==> images/placement_by_type.png <==
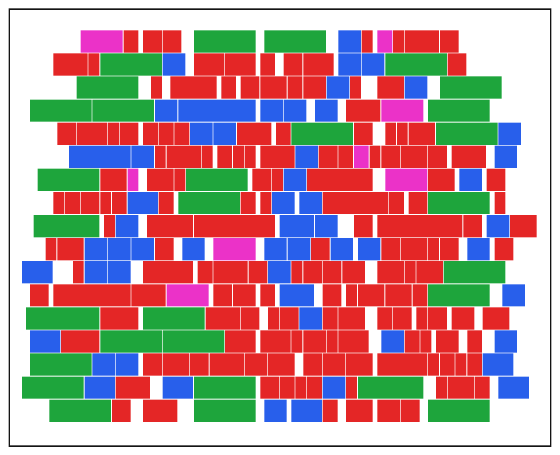
==> images/sizes.png <==
The bar under the picture is 20 um long.
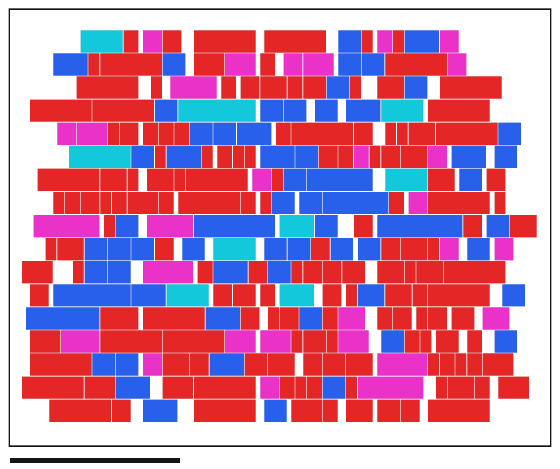
File: config.mk
export PLATFORM = sky130hd
export DESIGN_NAME = onfi_init_seq
export DESIGN_NICKNAME = d
export VERILOG_FILES = /design/src/rtl/onfi_init_seq.sv
export SDC_FILE = /design/constraint.sdc
export NUM_CORES = 1
export LEC_CHECK = 0
export CORE_ASPECT_RATIO = 0.8
export CORE_UTILIZATION = 53
export DETAILED_ROUTE_END_ITERATION = 10
export PLACE_DENSITY = 0.75
export SYNTH_ARGS = -nofsm -noshare
export SYNTH_HDL_FRONTEND = slang
export SYNTH_SLANG_ARGS = --single-unit
File: constraint.sdc
create_clock -name clk -period 2.1 [get_ports clk]
set_clock_uncertainty 0.1 [all_clocks]
set_input_delay 0.63 -clock clk [delete_from_list [all_inputs] [get_ports clk]]
set_output_delay 0.63 -clock clk [all_outputs]
set_load 0.01 [all_outputs]
File: src/rtl/onfi_init_seq.sv
// ONFI power-up/reset sequencer: waits for R/B# ready, issues the FFh reset
// command through a downstream generator, then waits for the device to come ready.
module onfi_init_seq #(
    parameter int unsigned POWERUP_CYC   = 100,
    parameter int unsigned T_WB_CYC      = 10,
    parameter int unsigned T_TIMEOUT_CYC = 100000,
    parameter int unsigned CNT_W         = 20
) (
    input  logic clk,
    input  logic rst,
    input  logic start,
    input  logic onfi_rbn,
    output logic rst_cmd_go,
    input  logic rst_cmd_done,
    output logic busy,
    output logic init_done,
    output logic init_err
);

    typedef enum logic [2:0] {
        IDLE,
        PWRUP,
        ISSUE,
        WAIT_CMD,
        WAIT_WB,
        WAIT_RDY,
        DONE,
        ERR
    } state_t;

    localparam logic [CNT_W-1:0] PWR_LAST = CNT_W'(POWERUP_CYC - 1);
    localparam logic [CNT_W-1:0] WB_LAST  = CNT_W'(T_WB_CYC - 1);
    localparam logic [CNT_W-1:0] TO_LAST  = CNT_W'(T_TIMEOUT_CYC - 1);
    localparam logic [CNT_W-1:0] CNT_MAX  = '1;

    state_t             state_q;
    state_t             state_d;
    logic [CNT_W-1:0]   cnt_q;
    logic               rbn_meta;
    logic               rbn_s;
    logic               go_d;
    logic               busy_d;
    logic               done_d;
    logic               err_d;

    // Two-flop synchronizer for the asynchronous R/B# pin.
    always_ff @(posedge clk) begin
        if (rst) begin
            rbn_meta <= 1'b0;
            rbn_s    <= 1'b0;
        end else begin
            rbn_meta <= onfi_rbn;
            rbn_s    <= rbn_meta;
        end
    end

    always_ff @(posedge clk) begin
        if (rst) begin
            state_q <= IDLE;
        end else begin
            state_q <= state_d;
        end
    end

    // Exit conditions are tested before the timeout so a coincident exit wins.
    always_comb begin
        state_d = state_q;
        go_d    = 1'b0;
        busy_d  = 1'b0;
        done_d  = 1'b0;
        err_d   = 1'b0;
        case (state_q)
            IDLE, DONE, ERR: begin
                if (start) state_d = PWRUP;
            end
            PWRUP: begin
                if (cnt_q >= PWR_LAST && rbn_s) state_d = ISSUE;
                else if (cnt_q == TO_LAST)      state_d = ERR;
            end
            ISSUE: begin
                state_d = WAIT_CMD;
            end
            WAIT_CMD: begin
                if (rst_cmd_done)          state_d = WAIT_WB;
                else if (cnt_q == TO_LAST) state_d = ERR;
            end
            WAIT_WB: begin
                if (cnt_q == WB_LAST) state_d = WAIT_RDY;
            end
            WAIT_RDY: begin
                if (rbn_s)                 state_d = DONE;
                else if (cnt_q == TO_LAST) state_d = ERR;
            end
            default: begin
                state_d = IDLE;
            end
        endcase
        go_d   = (state_d == ISSUE);
        busy_d = (state_d == PWRUP) || (state_d == ISSUE) || (state_d == WAIT_CMD) ||
                 (state_d == WAIT_WB) || (state_d == WAIT_RDY);
        done_d = (state_d == DONE);
        err_d  = (state_d == ERR);
    end

    // Per-state cycle counter: restarts on every transition, saturates at all-ones.
    always_ff @(posedge clk) begin
        if (rst) begin
            cnt_q <= '0;
        end else if (state_d != state_q) begin
            cnt_q <= '0;
        end else if (cnt_q != CNT_MAX) begin
            cnt_q <= cnt_q + CNT_W'(1);
        end
    end

    // Outputs are flops loaded with the decode of the upcoming state.
    always_ff @(posedge clk) begin
        if (rst) begin
            rst_cmd_go <= 1'b0;
            busy       <= 1'b0;
            init_done  <= 1'b0;
            init_err   <= 1'b0;
        end else begin
            rst_cmd_go <= go_d;
            busy       <= busy_d;
            init_done  <= done_d;
            init_err   <= err_d;
        end
    end

endmodule

==> results_dict.tcl <==
# implementation run metrics
set metrics [dict create \
    top_logic_kind "simple AND/OR/NAND/NOR gates" \
    grt.met2_usage_pct 51.1 \
    io_pins 9 \
    top_area_share_pct 36.1 \
    dieWidth_um 63.6 \
    grt_pass1_vias 1656 \
    ys.flop_type "dfxtp_1" \
    die-area_sq_um 3260 \
    hold-worst-slack_ps 363 \
    ys_warn_count 0 \
    ys_seq_share_pct 36.1 \
    synth_chip_area_sq_um 1610 \
    end_kind "flop" \
    slew_viol_final 0 \
    vias 1931 \
    hold_path_depth 1 \
    fin_util_pct 84.3 \
    powerDensity_nw_per_um2 496 \
    holdPathEnd "rbn_s" \
    instances_no_fill 294 \
    cts.clk_slew.worst_paths_ps 70 \
    floorplan.core_util_pct 56.9 \
    max-slew-margin-rel_pct 68.2 \
    fp_nets 210 \
    min_from "rbn_meta" \
    die_h_um 51.3 \
    setup_violations 25 \
    met1_usage_pct 38.7 \
    rrSetupSlack_ps -270 \
    start_kind "flop" \
    pre_cts_ws_ps -256 \
    vias_per_cell 6.57 \
    clk_latency_ps 290 \
    drv_cap 0 \
    grt_pass1_wl_um 7730 \
    r2r-end "cnt_q[10]" \
    std_cell_rows 17 \
    drt_pass1_iterations 5 \
    worstReg2RegStart "cnt_q[1]" \
    dpl_cell_area_sq_um 2010 \
    period_minus_slack_ps 2370 \
    power_leakage_uw 0.000897 \
    yosysUniqueCellTypes 46 \
    drc_errors 0 \
    area_delta_synth_final_pct 48.0 \
    cts_buffers 5 \
    status "complete, but fails checks" \
    top_register "cnt_q" \
    setup_ws_ps -269 \
    area_leaders "dfxtp_1, nor2_1, xnor2_1" \
    synth.most_common_cell "nor2_1" \
    synthCells 203 \
    busiest_layer "met2" \
    max_freq_mhz 422 \
    min_path_type "flop to flop" \
    clkSinkCount 29 \
    drive_above_1_share_pct 39.5 \
    violations "negative setup slack" \
    crit_fanout 4 \
    ys_sh_mux_pct 0 \
    grt_use_total_pct 31.2 \
    synth.avg_cell_area_sq_um 7.93 \
    wl_met1_um 2360 \
    fin_setup_tns_ps -3260 \
    required_ps 2170 \
    placed_cells_incl_taps 278 \
    yosys.area.top_type "dfxtp_1" \
    grt-ovfl-total 0 \
]
-- placement_by_type.png (at the start) --
Red marks combinational and other logic, cells 164, share of their area 51%. Magenta marks clock drivers and dummy loads, cells 8, share of their area 3.5%. Green marks flops, cells 29, share of their area 25%. Blue marks other buffers and delay cells, cells 55, share of their area 20%.

-- sizes.png (at the start) --
Red marks _0 and _1 cells, cells 155, share 61%, most used dfxtp_1. Cyan marks _6 and larger, cells 9, share 3.5%, most used clkbuf_8. Blue marks _3 and _4 cells, cells 63, share 25%, most used buf_4. Magenta marks _2 cells, cells 29, share 11%, most used nor2_2.

==> repair_timing <==
action                     CTS  global route
resized                     24            27
setup endpoints to repair   26            27
setup buffers                6             1
hold buffers                 0             0
cloned                       1             1
pin swaps                   19            14
==> area by class of cell <==
cell class	count	area (sq um)	area share (%)
Sequential cell	29	587	24.6
Timing Repair Buffer	55	470	19.7
Tap cell	38	47.5	1.99
Multi-Input combinational cell	159	1180	49.4
Clock buffer	6	72.6	3.04
Clock inverter	2	10.0	0.420
Inverter	5	18.8	0.787
==> worst max-delay path, stage by stage, from the launching register on <==
cell and delay (ps):
dfxtp_4 360, ha_4 130, buf_4 120, nand4_1 190
or3_4 410, buf_4 150, nor2_1 290, nor2_1 130
xnor2_1 300, nor2_4 80
==> cell usage in the layout, fill, tap and decap left out, types with 2 or more instances in the layout <==
master           netlist  layout
and4_1                 4       3
clkbuf_8               0       5
nor2_1                34      19
buf_6                  0       2
nor2_4                 0       4
clkdlybuf4s50_1        0       8
nor3_2                 3       4
a31oi_1                3       2
and3_1                 6       4
nand3_1               10       9
xor2_1                 3       2
nor2b_1                4       4
nor4_1                 4       3
nor3_1                 7       6
dfxtp_2                0       2
clkinv_2               0       2
and3_4                 0       2
o21ai_0                8       6
nand2_1               14      12
o211ai_1               2       2
inv_1                  5       5
xnor2_1                9       8
a21oi_1                6       5
nand4_1                9       9
dfxtp_1               29      26
or4_4                  0       4
o21ai_1                0       2
buf_4                  1      43
nor2_2                 0      11
nand2b_1               3       3
==> where the power goes <==
| group | internal (uW) | switching, uW |
|---|---|---|
| combinational | 80.3 | 84.1 |
| clock | 229 | 218 |
| sequential | 562 | 8.91 |
| total | 871 | 311 |
Power and IR drop assume default switching activity.
